## config.mk

```make
export PLATFORM = sky130hd
export DESIGN_NAME = bus_packet_issuer_flat
export DESIGN_NICKNAME = d
export VERILOG_FILES = /design/src/rtl/bus_packet_issuer_if.sv /design/src/rtl/bus_packet_issuer.sv /design/src/flat_wrapper.sv
export SDC_FILE = /design/constraint.sdc
export NUM_CORES = 1
export LEC_CHECK = 0
export ABC_AREA = 0
export ABC_CLOCK_PERIOD_IN_PS = 1900
export CAP_MARGIN = 20
export CORE_ASPECT_RATIO = 0.8
export CORE_MARGIN = 2
export CORE_UTILIZATION = 40
export DETAILED_ROUTE_END_ITERATION = 10
export GPL_TIMING_DRIVEN = 0
export PLACE_DENSITY = 0.8
export SLEW_MARGIN = 20
export SYNTH_ARGS = -nofsm -noshare
export SYNTH_HDL_FRONTEND = slang
export SYNTH_SLANG_ARGS = --single-unit
```

## constraint.sdc

```tcl
create_clock -name clk -period 1.9 [get_ports clk]
set_input_delay 0.38 -clock clk [delete_from_list [all_inputs] [get_ports clk]]
set_output_delay 0.38 -clock clk [all_outputs]
set_load 0.1 [all_outputs]
```

## src/rtl/bus_packet_issuer_if.sv

```systemverilog
// rtl/bus_packet_issuer_if.sv - command, packet, response and status bundle for bus_packet_issuer
//
// master modport: the issuer side (drives cmd_ready, pkt_*, done_*, state).
// slave modport : the environment side (drives cmd_*, pkt_ready, rsp_*, err_clear).
interface bus_packet_issuer_if;
    logic        cmd_valid;
    logic        cmd_ready;
    logic [1:0]  cmd_op;
    logic [7:0]  cmd_addr;
    logic [31:0] cmd_wdata;

    logic        pkt_valid;
    logic        pkt_ready;
    logic [3:0]  pkt_id;
    logic [1:0]  pkt_op;
    logic [7:0]  pkt_addr;
    logic [31:0] pkt_data;

    logic        rsp_valid;
    logic [3:0]  rsp_id;
    logic [31:0] rsp_data;
    logic        rsp_err;

    logic        done_valid;
    logic [3:0]  done_id;
    logic [31:0] done_data;
    logic        done_err;

    logic [1:0]  state;
    logic        err_clear;

    modport master (
        input  cmd_valid, cmd_op, cmd_addr, cmd_wdata,
        output cmd_ready,
        output pkt_valid, pkt_id, pkt_op, pkt_addr, pkt_data,
        input  pkt_ready,
        input  rsp_valid, rsp_id, rsp_data, rsp_err,
        output done_valid, done_id, done_data, done_err,
        output state,
        input  err_clear
    );

    modport slave (
        output cmd_valid, cmd_op, cmd_addr, cmd_wdata,
        input  cmd_ready,
        input  pkt_valid, pkt_id, pkt_op, pkt_addr, pkt_data,
        output pkt_ready,
        output rsp_valid, rsp_id, rsp_data, rsp_err,
        input  done_valid, done_id, done_data, done_err,
        input  state,
        output err_clear
    );
endinterface

```

## src/rtl/bus_packet_issuer.sv

```systemverilog
// rtl/bus_packet_issuer.sv - single-outstanding command-to-bus issue stage with ID tagging and response timeout
//
// Ports:
//   clk  - clock, all state changes on posedge
//   rst  - synchronous active-low reset
//   bus  - bus_packet_issuer_if.master: command in (cmd_*), request packet out (pkt_*),
//          response in (rsp_*), completion pulse out (done_*), state out, err_clear in
// Parameters:
//   TIMEOUT_CYCLES - cycles in WAIT without a matching response before ERROR (>= 2)
module bus_packet_issuer #(
    parameter int TIMEOUT_CYCLES = 16
) (
    input  logic                   clk,
    input  logic                   rst,
    bus_packet_issuer_if.master    bus
);
    localparam int TW = $clog2(TIMEOUT_CYCLES + 1);

    typedef enum logic [1:0] {
        S_IDLE   = 2'd0,
        S_ACTIVE = 2'd1,
        S_WAIT   = 2'd2,
        S_ERROR  = 2'd3
    } state_t;

    localparam logic [1:0] OP_WRITE   = 2'd1;
    localparam logic [1:0] OP_ILLEGAL = 2'd3;

    state_t          state_q;
    state_t          state_d;
    logic [3:0]      next_id;
    logic [TW-1:0]   timer;

    logic [3:0]      pkt_id_q;
    logic [1:0]      pkt_op_q;
    logic [7:0]      pkt_addr_q;
    logic [31:0]     pkt_data_q;

    logic            done_valid_q, done_valid_d;
    logic [3:0]      done_id_q,    done_id_d;
    logic [31:0]     done_data_q,  done_data_d;
    logic            done_err_q,   done_err_d;

    logic            cmd_ready_int;
    logic            accept;
    logic            illegal;
    logic            pkt_fire;
    logic            rsp_match;
    logic            timeout;

    assign accept    = bus.cmd_valid && cmd_ready_int;
    assign illegal   = (bus.cmd_op == OP_ILLEGAL);
    assign pkt_fire  = (state_q == S_ACTIVE) && bus.pkt_ready;
    // Responses only count in WAIT, so one arriving alongside the packet handshake is dropped.
    assign rsp_match = (state_q == S_WAIT) && bus.rsp_valid && (bus.rsp_id == pkt_id_q);
    assign timeout   = (state_q == S_WAIT) && (timer == TW'(TIMEOUT_CYCLES - 1));

    // State and datapath registers
    always_ff @(posedge clk) begin
        if (!rst) begin
            state_q      <= S_IDLE;
            next_id      <= 4'd0;
            timer        <= '0;
            pkt_id_q     <= 4'd0;
            pkt_op_q     <= 2'd0;
            pkt_addr_q   <= 8'd0;
            pkt_data_q   <= 32'd0;
            done_valid_q <= 1'b0;
            done_id_q    <= 4'd0;
            done_data_q  <= 32'd0;
            done_err_q   <= 1'b0;
        end else begin
            state_q      <= state_d;
            done_valid_q <= done_valid_d;
            done_id_q    <= done_id_d;
            done_data_q  <= done_data_d;
            done_err_q   <= done_err_d;

            if (accept && !illegal) begin
                pkt_id_q   <= next_id;
                pkt_op_q   <= bus.cmd_op;
                pkt_addr_q <= bus.cmd_addr;
                pkt_data_q <= (bus.cmd_op == OP_WRITE) ? bus.cmd_wdata : 32'd0;
            end

            // The ID advances only once a packet actually leaves, so an illegal op
            // does not consume one.
            if (pkt_fire) begin
                timer   <= '0;
                next_id <= next_id + 4'd1;
            end else if (state_q == S_WAIT) begin
                timer   <= timer + TW'(1);
            end
        end
    end

    // Next-state logic
    always_comb begin
        state_d = state_q;
        case (state_q)
            S_IDLE:   if (accept) state_d = illegal ? S_ERROR : S_ACTIVE;
            S_ACTIVE: if (bus.pkt_ready) state_d = S_WAIT;
            // Match is checked first so it wins over a coincident timeout.
            S_WAIT:   if (rsp_match) state_d = S_IDLE;
                      else if (timeout) state_d = S_ERROR;
            S_ERROR:  if (bus.err_clear) state_d = S_IDLE;
            default:  state_d = S_IDLE;
        endcase
    end

    // Output logic: ready decode and next values of the completion registers
    always_comb begin
        cmd_ready_int = (state_q == S_IDLE) && rst;
        done_valid_d  = 1'b0;
        done_id_d     = 4'd0;
        done_data_d   = 32'd0;
        done_err_d    = 1'b0;
        if (accept && illegal) begin
            done_valid_d = 1'b1;
            done_id_d    = next_id;
            done_err_d   = 1'b1;
        end else if (rsp_match) begin
            done_valid_d = 1'b1;
            done_id_d    = pkt_id_q;
            done_data_d  = bus.rsp_data;
            done_err_d   = bus.rsp_err;
        end else if (timeout) begin
            done_valid_d = 1'b1;
            done_id_d    = pkt_id_q;
            done_err_d   = 1'b1;
        end
    end

    assign bus.cmd_ready  = cmd_ready_int;
    assign bus.pkt_valid  = (state_q == S_ACTIVE);
    assign bus.pkt_id     = pkt_id_q;
    assign bus.pkt_op     = pkt_op_q;
    assign bus.pkt_addr   = pkt_addr_q;
    assign bus.pkt_data   = pkt_data_q;
    assign bus.done_valid = done_valid_q;
    assign bus.done_id    = done_id_q;
    assign bus.done_data  = done_data_q;
    assign bus.done_err   = done_err_q;
    assign bus.state      = state_q;
endmodule

```

## src/flat_wrapper.sv

```systemverilog
// flat-port wrapper written by rule: the top's interface ports become plain ports
module bus_packet_issuer_flat 
#(
    parameter int TIMEOUT_CYCLES = 16
)
  (clk, rst, bus_cmd_valid, bus_cmd_op, bus_cmd_addr, bus_cmd_wdata, bus_cmd_ready, bus_pkt_valid, bus_pkt_id, bus_pkt_op, bus_pkt_addr, bus_pkt_data, bus_pkt_ready, bus_rsp_valid, bus_rsp_id, bus_rsp_data, bus_rsp_err, bus_done_valid, bus_done_id, bus_done_data, bus_done_err, bus_state, bus_err_clear);
  bus_packet_issuer_if bus_i ();
  input  logic clk;
  input  logic rst;
  input wire logic [$bits(bus_i.cmd_valid)-1:0] bus_cmd_valid;
  input wire logic [$bits(bus_i.cmd_op)-1:0] bus_cmd_op;
  input wire logic [$bits(bus_i.cmd_addr)-1:0] bus_cmd_addr;
  input wire logic [$bits(bus_i.cmd_wdata)-1:0] bus_cmd_wdata;
  output wire logic [$bits(bus_i.cmd_ready)-1:0] bus_cmd_ready;
  output wire logic [$bits(bus_i.pkt_valid)-1:0] bus_pkt_valid;
  output wire logic [$bits(bus_i.pkt_id)-1:0] bus_pkt_id;
  output wire logic [$bits(bus_i.pkt_op)-1:0] bus_pkt_op;
  output wire logic [$bits(bus_i.pkt_addr)-1:0] bus_pkt_addr;
  output wire logic [$bits(bus_i.pkt_data)-1:0] bus_pkt_data;
  input wire logic [$bits(bus_i.pkt_ready)-1:0] bus_pkt_ready;
  input wire logic [$bits(bus_i.rsp_valid)-1:0] bus_rsp_valid;
  input wire logic [$bits(bus_i.rsp_id)-1:0] bus_rsp_id;
  input wire logic [$bits(bus_i.rsp_data)-1:0] bus_rsp_data;
  input wire logic [$bits(bus_i.rsp_err)-1:0] bus_rsp_err;
  output wire logic [$bits(bus_i.done_valid)-1:0] bus_done_valid;
  output wire logic [$bits(bus_i.done_id)-1:0] bus_done_id;
  output wire logic [$bits(bus_i.done_data)-1:0] bus_done_data;
  output wire logic [$bits(bus_i.done_err)-1:0] bus_done_err;
  output wire logic [$bits(bus_i.state)-1:0] bus_state;
  input wire logic [$bits(bus_i.err_clear)-1:0] bus_err_clear;
  assign bus_i.cmd_valid = bus_cmd_valid;
  assign bus_i.cmd_op = bus_cmd_op;
  assign bus_i.cmd_addr = bus_cmd_addr;
  assign bus_i.cmd_wdata = bus_cmd_wdata;
  assign bus_cmd_ready = bus_i.cmd_ready;
  assign bus_pkt_valid = bus_i.pkt_valid;
  assign bus_pkt_id = bus_i.pkt_id;
  assign bus_pkt_op = bus_i.pkt_op;
  assign bus_pkt_addr = bus_i.pkt_addr;
  assign bus_pkt_data = bus_i.pkt_data;
  assign bus_i.pkt_ready = bus_pkt_ready;
  assign bus_i.rsp_valid = bus_rsp_valid;
  assign bus_i.rsp_id = bus_rsp_id;
  assign bus_i.rsp_data = bus_rsp_data;
  assign bus_i.rsp_err = bus_rsp_err;
  assign bus_done_valid = bus_i.done_valid;
  assign bus_done_id = bus_i.done_id;
  assign bus_done_data = bus_i.done_data;
  assign bus_done_err = bus_i.done_err;
  assign bus_state = bus_i.state;
  assign bus_i.err_clear = bus_err_clear;
  bus_packet_issuer #(.TIMEOUT_CYCLES(TIMEOUT_CYCLES)) u_core (.clk(clk), .rst(rst), .bus(bus_i));
endmodule
```

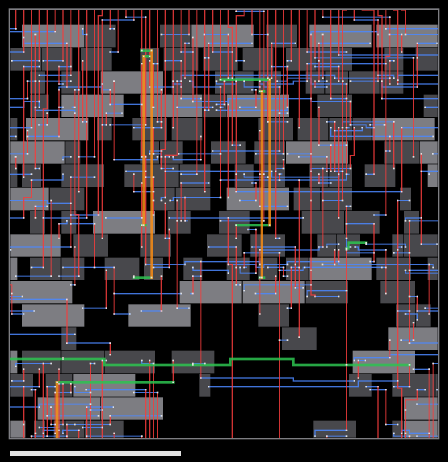
(run_1/zoom.png)
Bar = 20 µm. Window x 29 to 79, y 36 to 86 µm. Cells in gray, sequential cells in the stronger gray; small squares are vias.
Orange shows met4. Green shows met3. Blue shows met1. Red shows met2.
Netlist names of flops here include u_core.bus.pkt_data (16), u_core.bus.done_data (8), u_core.timer (3). Most frequent: dfxtp_1 (29), clkdlybuf4s50_1 (17), clkdlybuf4s15_2 (17). 131 logic cells have their middle in the window. Sequential cells in the window: 29.

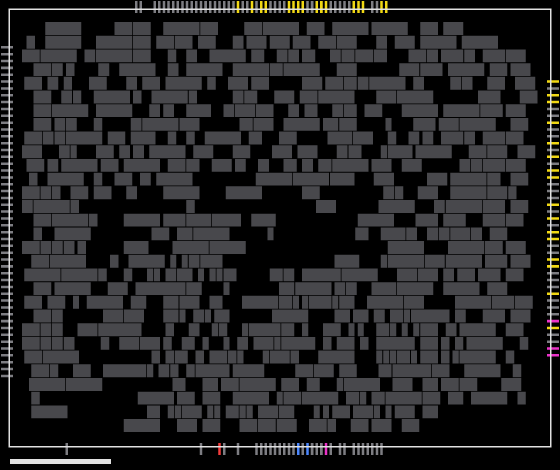
(run_1/pins.png)
Bar = 20 µm. Pins as bars across the die edge, other pins in gray.
Blue shows bus_cmd_op, pins 2, direction input, edge bottom. Yellow shows bus_cmd_wdata, pins 32, direction input, edge 16 right, 16 top. Red shows bus_cmd_valid, pins 1, direction input, edge bottom. Magenta shows bus_done_id, pins 4, direction output, edge 3 right, 1 bottom.
All pins by edge: 52 top, 49 left, 41 right, 31 bottom.

==> impl_results.rst, run 1 <==
Implementation results
======================

.. list-table::
   :header-rows: 1

   * - Metric
     - Value
   * - Buffering stage count on the worst path with inverters included
     - 1
   * - Count of instantiated cells in the yosys netlist
     - 328
   * - Iter 0 DRT Violations
     - 67
   * - Worst path depth
     - 1
   * - Worst Clk Skew
     - 0.00542 ns
   * - Transition time at the pin with the least slew margin
     - 0.964 ns
   * - Inserted Clock Buffers
     - 9
   * - Final critical-path share of the clock period
     - 0.980
   * - Setup Viol. Count Final
     - 0
   * - Total length of routed wires
     - 8930 µm
   * - Hold buffer count at CTS
     - 0
   * - Critical path capture point
     - bus_done_id[1]
   * - Average instance area after synthesis
     - 10.4 µm²
   * - Largest fanout on the critical path
     - 1
   * - Congestion Overflow GR
     - 0
   * - Max_slew headroom
     - 0.360
   * - Top cells excl fill/tap
     - 89 x dfxtp_1, 83 x clkdlybuf4s50_1, 52 x clkdlybuf4s15_2
   * - Power per unit of standard cell area
     - 722 nW/µm²
   * - Critical-path cell with the highest stage delay
     - clkdlybuf4s15_1
   * - RSZ-0062 raised after global routing
     - false
   * - Per-cell routed wire length
     - 14.2 µm
   * - Hold Crit Depth
     - 2
   * - First-pass GRT wire length
     - 14500 µm
   * - Combinational family with the most area after synthesis
     - simple AND/OR/NAND/NOR gates
   * - Async set-reset flop share out of synthesis
     - 0
   * - Effective utilization at floorplan
     - 0.408
   * - Total die size
     - 9300 µm²
   * - Number of filler instances in the final layout
     - 704
   * - Number of top-level design ports
     - 173
   * - Capturing element type of the critical path
     - primary output
   * - Clock-pin slew on the worst setup and hold paths
     - 0.09 ns
   * - Simple logic cell fraction of the synthesized area
     - 0.221
   * - CTS H-Tree Depth
     - 3
   * - Clk ins delay skew pair
     - 0.34 ns
   * - Gate count after technology mapping
     - 328
   * - Share of synthesized area spent on multiplexers
     - 0.0147
   * - Cell breakdown of the critical path
     - clkdlybuf4s15_1
   * - Via count of the first global-routing pass
     - 2990
   * - Total Routing Usage GR
     - 0.197
   * - Post CTS Setup Buffer Count
     - 0
   * - Last weighted congestion value of the routability-driven placer
     - 0.771
   * - Net count entering floorplan
     - 416
   * - Worst hold path endpoint
     - u_core.bus.pkt_addr[7]
   * - Kind of launch point of the worst setup path
     - register
   * - Worst min-delay path class
     - reg2reg
   * - Post-synth regs
     - 95
   * - CP Data Required Time
     - 1.52 ns
   * - TritonCTS clock tree
     - built
   * - Slowest Stage Delay on Critical Path
     - 0.82 ns
   * - Number of sinks driven by the clock tree
     - 95
   * - Netlist cell types
     - 36
   * - Time the worst path needs with I/O delays and setup
     - 1.86 ns
   * - Antenna violations before repair
     - 0
   * - Number of flops mapped to enable cells by yosys
     - 0
   * - Share of the yosys chip area belonging to registers
     - 0.557
   * - Worst hold slack after final layout
     - 0.469 ns
   * - Number of antenna cells inserted
     - 0
   * - Family with the most delay on the worst path
     - buffers and inverters
   * - Max-cap viol count
     - 0
   * - Reg-to-Reg Start
     - u_core.bus.state[1]
   * - Area fraction in full adders, half adders and majority gates
     - 0.0110
   * - Clock Tree Buf Depth
     - 2
   * - Post-detailed-route DRC marker count
     - 0
   * - Synthesis area per yosys
     - 3410 µm²
   * - Run status
     - completed
   * - DIE HEIGHT
     - 86.6 µm
   * - Number of max-slew violations in the final report
     - 0
   * - Maximum number of pins on one net before global-route repair
     - 17
   * - Average via count per standard cell
     - 4.74
   * - Port Buf Inserts
     - 172
   * - Routed Antenna Nets
     - 0
   * - Number of vias in the routed layout
     - 2979
   * - Critical R2R Capture
     - u_core.bus.done_id[0]
   * - Die span in x
     - 107 µm
   * - Peak clock frequency supported by timing
     - 537 MHz
   * - Prevailing post-synth register cell
     - dfxtp_1
   * - Area fraction in compound gates after synthesis
     - 0.132
   * - Most common library cell in the layout ignoring fill and taps
     - dfxtp_1
   * - Placeable Area
     - 8370 µm²
   * - Post-detail-place hpwl
     - 6830 µm
   * - Growth of design area from synthesis to finish
     - 62.6%
   * - Cell depth of the worst flop-to-flop path
     - 5
   * - Clock root buffer
     - clkbuf_8
   * - Classification of the worst setup path
     - reg2out
   * - Arrival time of the worst setup path
     - 1.48 ns
   * - Length of the first detailed-routing pass in iterations
     - 4
   * - Yosys warnings
     - 0
   * - Final-layout setup total negative slack
     - 0 ns
   * - Mapped cell area
     - 3410 µm²
   * - Beginning of the critical path
     - u_core.bus.done_id[1]
   * - Total number of placement rows
     - 30
   * - Max VDD drop
     - 0.433 mV
   * - Start point of the worst hold path
     - u_core.bus.pkt_addr[7]
   * - Net count reported at finish
     - 599
   * - Static Leak
     - 2.09 nW
   * - Number of warnings in the stage logs
     - 27
   * - Reg-to-reg setup timing slack
     - 0.24 ns
   * - XOR-XNOR Cells, Area Fraction
     - 0.0257
   * - Number of gates resized after cts
     - 234
   * - Ratio of cells with drive above 1 in the final layout
     - 0.277
   * - Count of endpoints failing hold in the final timing report
     - 0
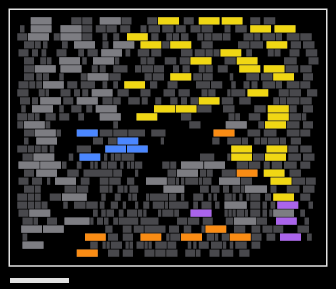
(run_1/registers.png)
Bar = 20 µm. Other sequential cells in the stronger gray, the rest of the logic in the fainter gray.
Purple shows u_core.bus.done_id, placed flops 4, where bottom right. Yellow shows u_core.bus.pkt_data, placed flops 32. Blue shows u_core.timer, placed flops 5. Orange shows u_core.bus.pkt_addr, placed flops 8.

## run 1: per-layer routing
metal	routed length (µm)	GRT usage	up-vias
met5	0	0	-
met4	142	0.0638	0
met3	851	0.0684	13
met2	4070	0.319	128
met1	3870	0.247	1365
li1	-	-	1473
## run 1: kinds of logic after synthesis
kind of cell | after synthesis
simple gates | 131
flops | 95
compound gates | 60
buf+inv | 24
xor+xnor | 10
mux | 5
fa+ha+maj | 3
## run 1: stage by stage
stage                     setup slack [ns]  total power, mW  instances  cell area (µm²)  utilization
after floorplan                     -0.415             2.55        328             3570            -
after global placement              -0.907             2.84        612             5430        0.648
after detailed placement            -0.914             2.85        612             5430        0.648
after CTS                         0.000175             4.06        628             5680        0.678
after global routing              0.000555             4.19        628             5550        0.663
final                               0.0371             4.01        628             5550        0.663
## run 1: state kept, by name (all words and copies together) (netlist names)
name / count
u_core.bus.pkt_data: 32
u_core.bus.done_err: 1
u_core.timer: 5
u_core.bus.state: 2
u_core.bus.done_id: 4
u_core.bus.pkt_addr: 8
u_core.bus.done_valid: 1
u_core.bus.pkt_op: 2
u_core.bus.pkt_id: 4
u_core.next_id: 4
u_core.bus.done_data: 32
## run 1: tightest hold or removal path: cells and delay by family, from the launching register on
| kind | cells | cell delay [ns] |
|---|---|---|
| AND-OR/OR-AND | 1 | 0.05 |
| AND/OR/NAND/NOR | 1 | 0.06 |
| flip-flops | 1 | 0.32 |
## run 1: area by class of cell
type	count	area, µm²	area share
buffer	21	156	0.0282
clock inverter	6	43.8	0.00789
clock buffer	10	138	0.0248
inverter	3	11.3	0.00203
multi-input combinational	209	1500	0.270
tap	112	140	0.0252
sequential	95	1910	0.345
timing repair buffer	172	1650	0.297
## run 1: power by group
| group | switching (mW) | leakage (nW) | internal, mW |
|---|---|---|---|
| combinational | 0.436 | 1.23 | 0.310 |
| sequential | 0.0244 | 0.770 | 2.03 |
| clock | 0.693 | 0.0930 | 0.519 |
| total | 1.15 | 2.09 | 2.86 |
## run 1: cells in the mapped netlist (all sizes together), types with 2 or more instances
| master | count | area (µm²) |
|---|---|---|
| mux2i | 5 | 50.1 |
| nand3 | 5 | 25.0 |
| nand2 | 32 | 120 |
| buf | 10 | 81.3 |
| and3 | 2 | 12.5 |
| clkbuf | 11 | 41.3 |
| nand4 | 2 | 12.5 |
| dfxtp | 95 | 1900 |
| nor2b | 35 | 219 |
| nor3 | 5 | 30.0 |
| o21ai | 2 | 10.0 |
| xnor2 | 8 | 70.1 |
| ha | 3 | 37.5 |
| nor3b | 2 | 31.3 |
| a21oi | 5 | 25.0 |
| inv | 3 | 11.3 |
| and2 | 35 | 219 |
| nor2 | 9 | 33.8 |
| a21boi | 13 | 97.6 |
| xor2 | 2 | 17.5 |
| a22oi | 32 | 240 |
==> run 2: changes to the inputs <==
CAP_MARGIN = 10   (was 20)
TNS_END_PERCENT = 1   (was not set)
==> run 2 against run 1 <==
Sequential share of layout area increased by 0.33 points. Global-route usage is 0.63 points lower. Combinational power fell by 2%. Area after synthesis stayed put. Clock-buffer cell count is the same. Cell area decreased by 1.2%. Critical path type unchanged.
==> impl_results.rst, run 2 <==
Implementation results
======================

.. list-table::
   :header-rows: 1

   * - Metric
     - Value
   * - Prevailing post-synth register cell
     - dfxtp_1 (unchanged)
   * - Placed cells
     - 612 (unchanged)
   * - Setup Viol. Count Final
     - 0 (unchanged)
   * - Effective utilization at floorplan
     - 0.408 (unchanged)
   * - Peak clock frequency supported by timing
     - 561 MHz (was 537 MHz)
   * - Routed Antenna Nets
     - 0 (unchanged)
   * - Number of top-level design ports
     - 173 (unchanged)
   * - Length of the first detailed-routing pass in iterations
     - 4 (unchanged)
   * - Iter 0 DRT Violations
     - 108 (was 67)
   * - Transition time at the pin with the least slew margin
     - 0.667 ns (was 0.964 ns)
   * - Cells taking the most area after synthesis
     - dfxtp_1 56%, a22oi_1 7.0%, and2_1 6.4%, nor2b_1 6.4%, nand2_1 3.5% (unchanged)
   * - Clk ins delay skew pair
     - 0.35 ns (was 0.34 ns)
   * - Number of filler instances in the final layout
     - 679 (was 704)
   * - Total die size
     - 9300 µm² (unchanged)
   * - Post-synth regs
     - 95 (unchanged)
   * - Post-detailed-route DRC marker count
     - 0 (unchanged)
   * - Async set-reset flop share out of synthesis
     - 0 (unchanged)
   * - Total length of routed wires
     - 8850 µm (was 8930 µm)
   * - Net count reported at finish
     - 599 (unchanged)
   * - Sequential group share of total power
     - 0.518 (was 0.512)
   * - Synthesis area per yosys
     - 3410 µm² (unchanged)
   * - Worst min-delay path class
     - reg2reg (unchanged)
   * - Worst Setup Slack, final
     - 0.117 ns (was 0.0371 ns)
   * - Ratio of cells with drive above 1 in the final layout
     - 0.248 (was 0.277)
   * - Net count entering floorplan
     - 416 (unchanged)
   * - Post CTS Setup Buffer Count
     - 0 (unchanged)
   * - Yosys warnings
     - 0 (unchanged)
   * - Kind of launch point of the worst setup path
     - register (unchanged)
   * - Max VDD drop
     - 0.413 mV (was 0.433 mV)
   * - Max-cap viol count
     - 0 (unchanged)
   * - TritonCTS clock tree
     - built (unchanged)
   * - Mapped cell area
     - 3410 µm² (unchanged)
   * - DIE HEIGHT
     - 86.6 µm (unchanged)
   * - Post-detail-place hpwl
     - 6710 µm (was 6830 µm)
   * - Post-Route Utilization
     - 0.655 (was 0.663)
   * - Internal power
     - 2.81 mW (was 2.86 mW)
   * - Static Leak
     - 2.07 nW (was 2.09 nW)
   * - Total power
     - 3.96 mW (was 4.01 mW)
   * - Number of antenna cells inserted
     - 0 (unchanged)
   * - Average instance area after synthesis
     - 10.4 µm² (unchanged)
   * - CTS H-Tree Depth
     - 3 (unchanged)
   * - Net switching power of the design
     - 1.14 mW (was 1.15 mW)
   * - CP Data Required Time
     - 1.52 ns (about the same)
   * - RSZ-0062 raised after global routing
     - false (unchanged)
   * - Hold buffer count at CTS
     - 0 (unchanged)
   * - Die span in x
     - 107 µm (unchanged)
   * - Count of instantiated cells in the yosys netlist
     - 328 (unchanged)
   * - Final-layout setup total negative slack
     - 0 ns (unchanged)
   * - Congestion Overflow GR
     - 0 (unchanged)
   * - Count of endpoints failing hold in the final timing report
     - 0 (unchanged)
   * - Gate count after technology mapping
     - 328 (unchanged)
   * - Switch share
     - 0.289 (was 0.288)
   * - Clock group share of total power
     - 0.298 (was 0.302)
   * - Number of flops mapped to enable cells by yosys
     - 0 (unchanged)
   * - Share of the yosys chip area belonging to registers
     - 0.557 (unchanged)
   * - Run status
     - completed (unchanged)
   * - Top cells excl fill/tap
     - 93 x dfxtp_1, 82 x clkdlybuf4s50_1, 62 x clkdlybuf4s15_2 (was 89 x dfxtp_1, 83 x clkdlybuf4s50_1, 52 x clkdlybuf4s15_2)
   * - Time the worst path needs with I/O delays and setup
     - 1.78 ns (was 1.86 ns)
   * - Combinational group share of total power
     - 0.184 (was 0.186)
   * - Average via count per standard cell
     - 4.75 (was 4.74)
   * - Last weighted congestion value of the routability-driven placer
     - 0.761 (was 0.771)
   * - Most common cell in the netlist
     - dfxtp_1 (unchanged)
   * - Cell type with the highest aggregate area in the netlist
     - dfxtp_1 (unchanged)
   * - Clock root buffer
     - clkbuf_8 (unchanged)
   * - Growth of design area from synthesis to finish
     - 60.6% (was 62.6%)
   * - Most common library cell in the layout ignoring fill and taps
     - dfxtp_1 (unchanged)
   * - Clock Tree Buf Depth
     - 2 (unchanged)
   * - Arrival time of the worst setup path
     - 1.40 ns (was 1.48 ns)
   * - Inserted Clock Buffers
     - 9 (unchanged)
   * - Largest fanout on the critical path
     - 10 (was 1)
   * - Post-route insts no fill
     - 628 (unchanged)
   * - Clock-pin slew on the worst setup and hold paths
     - 0.09 ns (about the same)
   * - Top-area cell type share of the netlist area
     - 0.557 (unchanged)
   * - Max_slew headroom
     - 0.551 (was 0.360)
   * - Number of warnings in the stage logs
     - 27 (unchanged)
   * - Capturing element type of the critical path
     - primary output (unchanged)
   * - Classification of the worst setup path
     - reg2out (unchanged)
   * - First-pass GRT wire length
     - 14000 µm (was 14500 µm)
   * - Number of max-slew violations in the final report
     - 0 (unchanged)
## run 2: power groups by stage
stage | clock (mW) | sequential, mW | combinational [mW]
floorplan | 0 | 2.30 | 0.233
global placement | 0 | 2.10 | 0.727
detailed placement | 0 | 2.10 | 0.733
CTS | 1.23 | 2.05 | 0.733
global route | 1.31 | 2.06 | 0.774
finish | 1.18 | 2.05 | 0.729
## run 2: critical path, cell delays in order, from the launching register on
cell and delay [ns]:
dfxtp_4 0.37, buf_6 0.13, nor2b_2 0.13, buf_2 0.43
## run 2: final timing paths
check                         start                endpoint  slack (ns)  depth (start not counted)
max             u_core.bus.state[0]           bus_pkt_valid        0.12                          3
min          u_core.bus.pkt_addr[6]  u_core.bus.pkt_addr[6]        0.47                          2
max reg2reg     u_core.bus.state[1]  u_core.bus.pkt_data[9]        0.23                          6
min reg2reg  u_core.bus.pkt_addr[6]  u_core.bus.pkt_addr[6]        0.47                          2
## run 2: stage by stage
stage               area, µm²  hold slack, ns
detailed placement       5330           0.458
CTS                      5590           0.472
global route             5480           0.502
finish                   5480           0.469
global placement         5330           0.451
floorplan                3470           0.466
## run 2: cell families after synthesis
logic type,count (synthesis),synth area share
AND/OR/NAND/NOR,131,0.221
flip-flops,95,0.557
AND-OR/OR-AND,60,0.132
buffers and inverters,24,0.0392
XOR/XNOR,10,0.0257
multiplexers,5,0.0147
adder cells (fa/ha/maj),3,0.0110
## run 2: final cells by class
type	count	area, µm²	share of cell area
flip-flops and latches	95	1910	0.348
clock buffers	10	128	0.0233
inverters	3	11.3	0.00205
repair buffers	172	1690	0.307
clock inverters	6	43.8	0.00799
well taps	112	140	0.0256
plain buffers	21	155	0.0283
multi-input cells	209	1410	0.257
## run 2: timing repair
action,in CTS,in global routing
pin swaps,0,2
gates resized,250,32
setup endpoints to repair,90,64
## run 2: metal layers
| layer | routed length, µm | global-route usage | vias to the layer above |
|---|---|---|---|
| met1 | 3700 | 0.220 | 1363 |
| met3 | 953 | 0.0850 | 13 |
| met4 | 137 | 0.0626 | 0 |
| met5 | 0 | 0 | - |
| met2 | 4060 | 0.318 | 129 |
| li1 | - | - | 1476 |
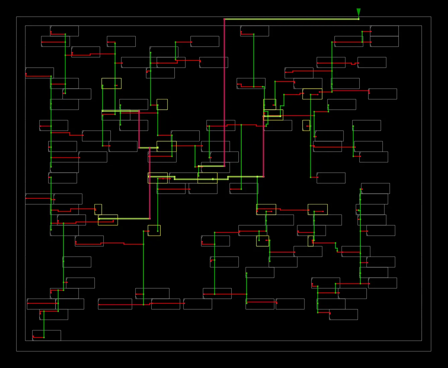
(run_2/final_clocks.png)
final sequential cell count: 95
Worst Clk Skew: 0.00863 ns
number of sinks driven by the clock tree: 95

==> run 3: changes to the inputs <==
CTS_CLUSTER_DIAMETER = 50   (was not set)
GPL_TIMING_DRIVEN = 1   (was 0)
==> run 3 against run 2 <==
Non-clock buffer count down 5. Combinational power up 1%. Via count down 2.9%. Global-route usage down 0.90 points. Area after synthesis unchanged. Sequential power about the same. Die area unchanged. Critical path type unchanged. Highest routed layer unchanged.
==> impl_results.rst, run 3 <==
Implementation results
======================

.. list-table::
   :header-rows: 1

   * - Metric
     - Value
   * - Arrival time of the worst setup path
     - 1.28 ns (was 1.40 ns)
   * - Number of antenna cells inserted
     - 0 (unchanged)
   * - Worst Clk Skew
     - 0.00781 ns (was 0.00863 ns)
   * - Met2 wire length
     - 3970 µm (was 4060 µm)
   * - Number of flops mapped to enable cells by yosys
     - 0 (unchanged)
   * - Total length of routed wires
     - 8560 µm (was 8850 µm)
   * - Start point of the worst hold path
     - u_core.bus.pkt_addr[5] (was u_core.bus.pkt_addr[6])
   * - Top cells excl fill/tap
     - 93 x buf_4, 93 x dfxtp_1, 83 x clkdlybuf4s50_1 (was 93 x dfxtp_1, 82 x clkdlybuf4s50_1, 62 x clkdlybuf4s15_2)
   * - First-pass GRT wire length
     - 13200 µm (was 14000 µm)
   * - Worst setup slack after placement
     - -0.105 ns (was -0.965 ns)
   * - Most common cell in the netlist
     - dfxtp_1 (unchanged)
   * - Design area
     - 5420 µm² (was 5480 µm²)
   * - Cell type with the highest aggregate area in the netlist
     - dfxtp_1 (unchanged)
   * - Post-detailed-route DRC marker count
     - 0 (unchanged)
   * - Clock Tree Buf Depth
     - 2 (unchanged)
   * - Clock-pin slew on the worst setup and hold paths
     - 0.09 ns (about the same)
   * - Reg-to-Reg Start
     - u_core.bus.pkt_id[2] (was u_core.bus.state[1])
   * - Antenna violations before repair
     - 0 (unchanged)
   * - Power per unit of standard cell area
     - 761 nW/µm² (was 722 nW/µm²)
   * - Cell depth of the worst flop-to-flop path
     - 5 (was 6)
   * - Routed Antenna Nets
     - 0 (unchanged)
   * - Number of top-level design ports
     - 173 (unchanged)
   * - Beginning of the critical path
     - u_core.bus.state[0] (unchanged)
   * - Met1 wire length
     - 3610 µm (was 3700 µm)
   * - DIE HEIGHT
     - 86.6 µm (unchanged)
   * - Cell breakdown of the critical path
     - nor3b_4 > buf_4 > buf_12 (was buf_6 > nor2b_2 > buf_2)
   * - Total Routing Usage GR
     - 0.182 (was 0.191)
   * - Net count reported at finish
     - 594 (was 599)
   * - Critical-path cell with the highest stage delay
     - dfxtp_4 (was buf_2)
   * - Final critical-path share of the clock period
     - 0.873 (was 0.938)
   * - CTS H-Tree Depth
     - 3 (unchanged)
   * - Per-cell routed wire length
     - 13.7 µm (was 14.1 µm)
   * - Port Buf Inserts
     - 172 (unchanged)
   * - Length of the first detailed-routing pass in iterations
     - 4 (unchanged)
   * - Number of warnings in the stage logs
     - 27 (unchanged)
   * - Number of vias in the routed layout
     - 2894 (was 2981)
   * - Effective utilization at floorplan
     - 0.408 (unchanged)
   * - Growth of design area from synthesis to finish
     - 58.8% (was 60.6%)
   * - Average via count per standard cell
     - 4.65 (was 4.75)
   * - Average instance area after synthesis
     - 10.4 µm² (unchanged)
   * - Top-area cell type share of the netlist area
     - 0.557 (unchanged)
   * - Critical R2R Capture
     - u_core.bus.done_data[22] (was u_core.bus.pkt_data[9])
   * - Transition time at the pin with the least slew margin
     - 0.336 ns (was 0.667 ns)
   * - Reg-to-reg setup timing slack
     - 0.31 ns (was 0.23 ns)
   * - Gate count after technology mapping
     - 328 (unchanged)
   * - TritonCTS clock tree
     - built (unchanged)
   * - Hold Crit Depth
     - 2 (unchanged)
   * - Final-layout setup total negative slack
     - 0 ns (unchanged)
   * - Total number of placement rows
     - 30 (unchanged)
   * - Max-cap viol count
     - 0 (unchanged)
   * - Slowest Stage Delay on Critical Path
     - 0.40 ns (was 0.43 ns)
   * - Number of max-slew violations in the final report
     - 0 (unchanged)
   * - Largest fanout on the critical path
     - 12 (was 10)
   * - Count of endpoints failing hold in the final timing report
     - 0 (unchanged)
   * - Hold buffer count at CTS
     - 0 (unchanged)
   * - Async set-reset flop share out of synthesis
     - 0 (unchanged)
   * - Post-route insts no fill
     - 623 (was 628)
   * - Time the worst path needs with I/O delays and setup
     - 1.66 ns (was 1.78 ns)
   * - Kind of launch point of the worst setup path
     - register (unchanged)
   * - Post-synth regs
     - 95 (unchanged)
   * - Last weighted congestion value of the routability-driven placer
     - 0.821 (was 0.761)
   * - Worst Setup Slack, final
     - 0.242 ns (was 0.117 ns)
   * - Area post-placement
     - 5210 µm² (was 5330 µm²)
   * - Clk ins delay skew pair
     - 0.35 ns (about the same)
   * - Maximum number of pins on one net before global-route repair
     - 46 (was 17)
   * - Net count entering floorplan
     - 416 (unchanged)
   * - Total die size
     - 9300 µm² (unchanged)
   * - Met3 routed wirelength
     - 924 µm (was 953 µm)
   * - Mapped cell area
     - 3410 µm² (unchanged)
   * - Max_slew headroom
     - 0.776 (was 0.551)
   * - Post-Route Utilization
     - 0.648 (was 0.655)
   * - Congestion Overflow GR
     - 0 (unchanged)
   * - Uppermost routed layer
     - met4 (unchanged)
   * - Placeable Area
     - 8370 µm² (unchanged)
   * - Classification of the worst setup path
     - reg2out (unchanged)
   * - Worst min-delay path class
     - reg2reg (unchanged)
   * - Worst hold path endpoint
     - u_core.bus.pkt_addr[5] (was u_core.bus.pkt_addr[6])
   * - Clock root buffer
     - clkbuf_8 (unchanged)
   * - Number of sinks driven by the clock tree
     - 95 (unchanged)
   * - Inserted Clock Buffers
     - 9 (unchanged)
   * - CP Data Required Time
     - 1.52 ns (about the same)
   * - Count of instantiated cells in the yosys netlist
     - 328 (unchanged)
   * - RSZ-0062 raised after global routing
     - false (unchanged)
   * - Max VDD drop
     - 0.483 mV (was 0.413 mV)
   * - Post-detail-place hpwl
     - 6280 µm (was 6710 µm)
   * - Iter 0 DRT Violations
     - 84 (was 108)
   * - Prevailing post-synth register cell
     - dfxtp_1 (unchanged)
   * - Static Leak
     - 2.22 nW (was 2.07 nW)
   * - Capturing element type of the critical path
     - primary output (unchanged)
   * - Run status
     - completed (unchanged)
   * - Placed cells
     - 606 (was 612)
   * - Synthesis area per yosys
     - 3410 µm² (unchanged)
   * - Setup Viol. Count Final
     - 0 (unchanged)
   * - Total power
     - 4.13 mW (was 3.96 mW)
   * - Worst hold slack after final layout
     - 0.467 ns (was 0.469 ns)
   * - Synth top cells by count
     - 95 x dfxtp_1, 35 x and2_1, 35 x nor2b_1 (unchanged)
   * - Ratio of cells with drive above 1 in the final layout
     - 0.250 (was 0.248)
   * - Yosys warnings
     - 0 (unchanged)
   * - Cells taking the most area after synthesis
     - dfxtp_1 56%, a22oi_1 7.0%, and2_1 6.4%, nor2b_1 6.4%, nand2_1 3.5% (unchanged)
   * - Netlist cell types
     - 36 (unchanged)
   * - Via count of the first global-routing pass
     - 2750 (was 2957)
   * - Die span in x
     - 107 µm (unchanged)
   * - Share of the yosys chip area belonging to registers
     - 0.557 (unchanged)
   * - Peak clock frequency supported by timing
     - 603 MHz (was 561 MHz)
-- run 3: area by class of cell --
| cell class | count | area, µm² |
|---|---|---|
| Fill cell | 689 | 2950 |
| Sequential cell | 95 | 1910 |
| Timing Repair Buffer | 188 | 1760 |
| Multi-Input combinational cell | 209 | 1400 |
| Clock buffer | 12 | 145 |
| Tap cell | 112 | 140 |
| Clock inverter | 4 | 55.1 |
| Inverter | 3 | 11.3 |
-- run 3: worst max-delay path by stage --
stage / endpoint / cells past startpoint / slack [ns]
floorplan: u_core.bus.pkt_data[10] / 6 / -0.42
global placement: bus_cmd_ready / 4 / -0.04
detailed placement: u_core.bus.done_id[0] / 5 / -0.10
CTS: bus_cmd_ready / 4 / 0.01
global route: bus_cmd_ready / 3 / 0.19
finish: bus_cmd_ready / 3 / 0.24
-- run 3: where the power goes --
part / switching, mW / leakage [nW] / total (mW) / internal [mW]
Combinational: 0.409 / 1.35 / 0.738 / 0.329
Sequential: 0.0392 / 0.768 / 2.07 / 2.03
Clock: 0.673 / 0.0968 / 1.32 / 0.651
Total: 1.12 / 2.22 / 4.13 / 3.01
-- run 3: metal layers --
metal,up-vias,GRT usage
met5,-,0
met4,0,0.0555
met3,4,0.0805
met2,121,0.303
met1,1309,0.211
li1,1460,-
-- run 3: worst max-delay path: cells and delay by family (launching register included) --
kind	cells	cell delay, ns
and+or+nand+nor	1	0.22
DFF	1	0.40
buffers and inverters	2	0.31
-- run 3: what timing repair did --
item                                   CTS  global route
endpoints found under the hold margin    0             0
setup endpoints to repair                1             1
gates resized                            0             1
setup buffers                            1             0
-- run 3: logic make-up (layout without fill, tap and decap cells) --
group	after synthesis	count (layout)	synth area share
compound gates	60	60	0.132
xor+xnor	10	10	0.0257
fa+ha+maj	3	3	0.0110
buf+inv	24	207	0.0392
flops	95	95	0.557
mux	5	5	0.0147
simple gates	131	131	0.221
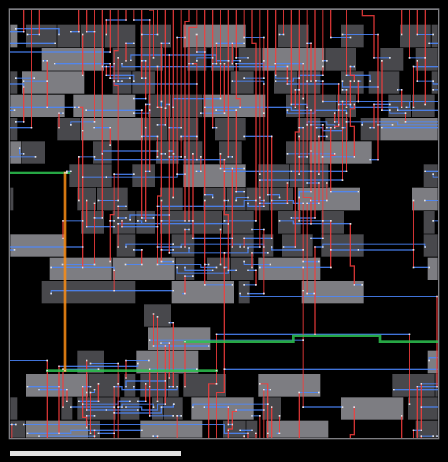
(run_3/zoom.png)
Bar = 20 µm. Window x 29 to 79, y 36 to 86 µm. Cells in gray, sequential cells in the stronger gray; small squares are vias.
Green shows met3. Red shows met2. Orange shows met4. Blue shows met1.
Most frequent: dfxtp_1 (27), buf_4 (22), clkdlybuf4s50_1 (17). 123 logic cells have their middle in the window. Netlist names of flops here include u_core.bus.pkt_data (14), u_core.timer (5), u_core.bus.done_data (3). Sequential cells in the window: 27.

Power and IR drop assume default switching activity.
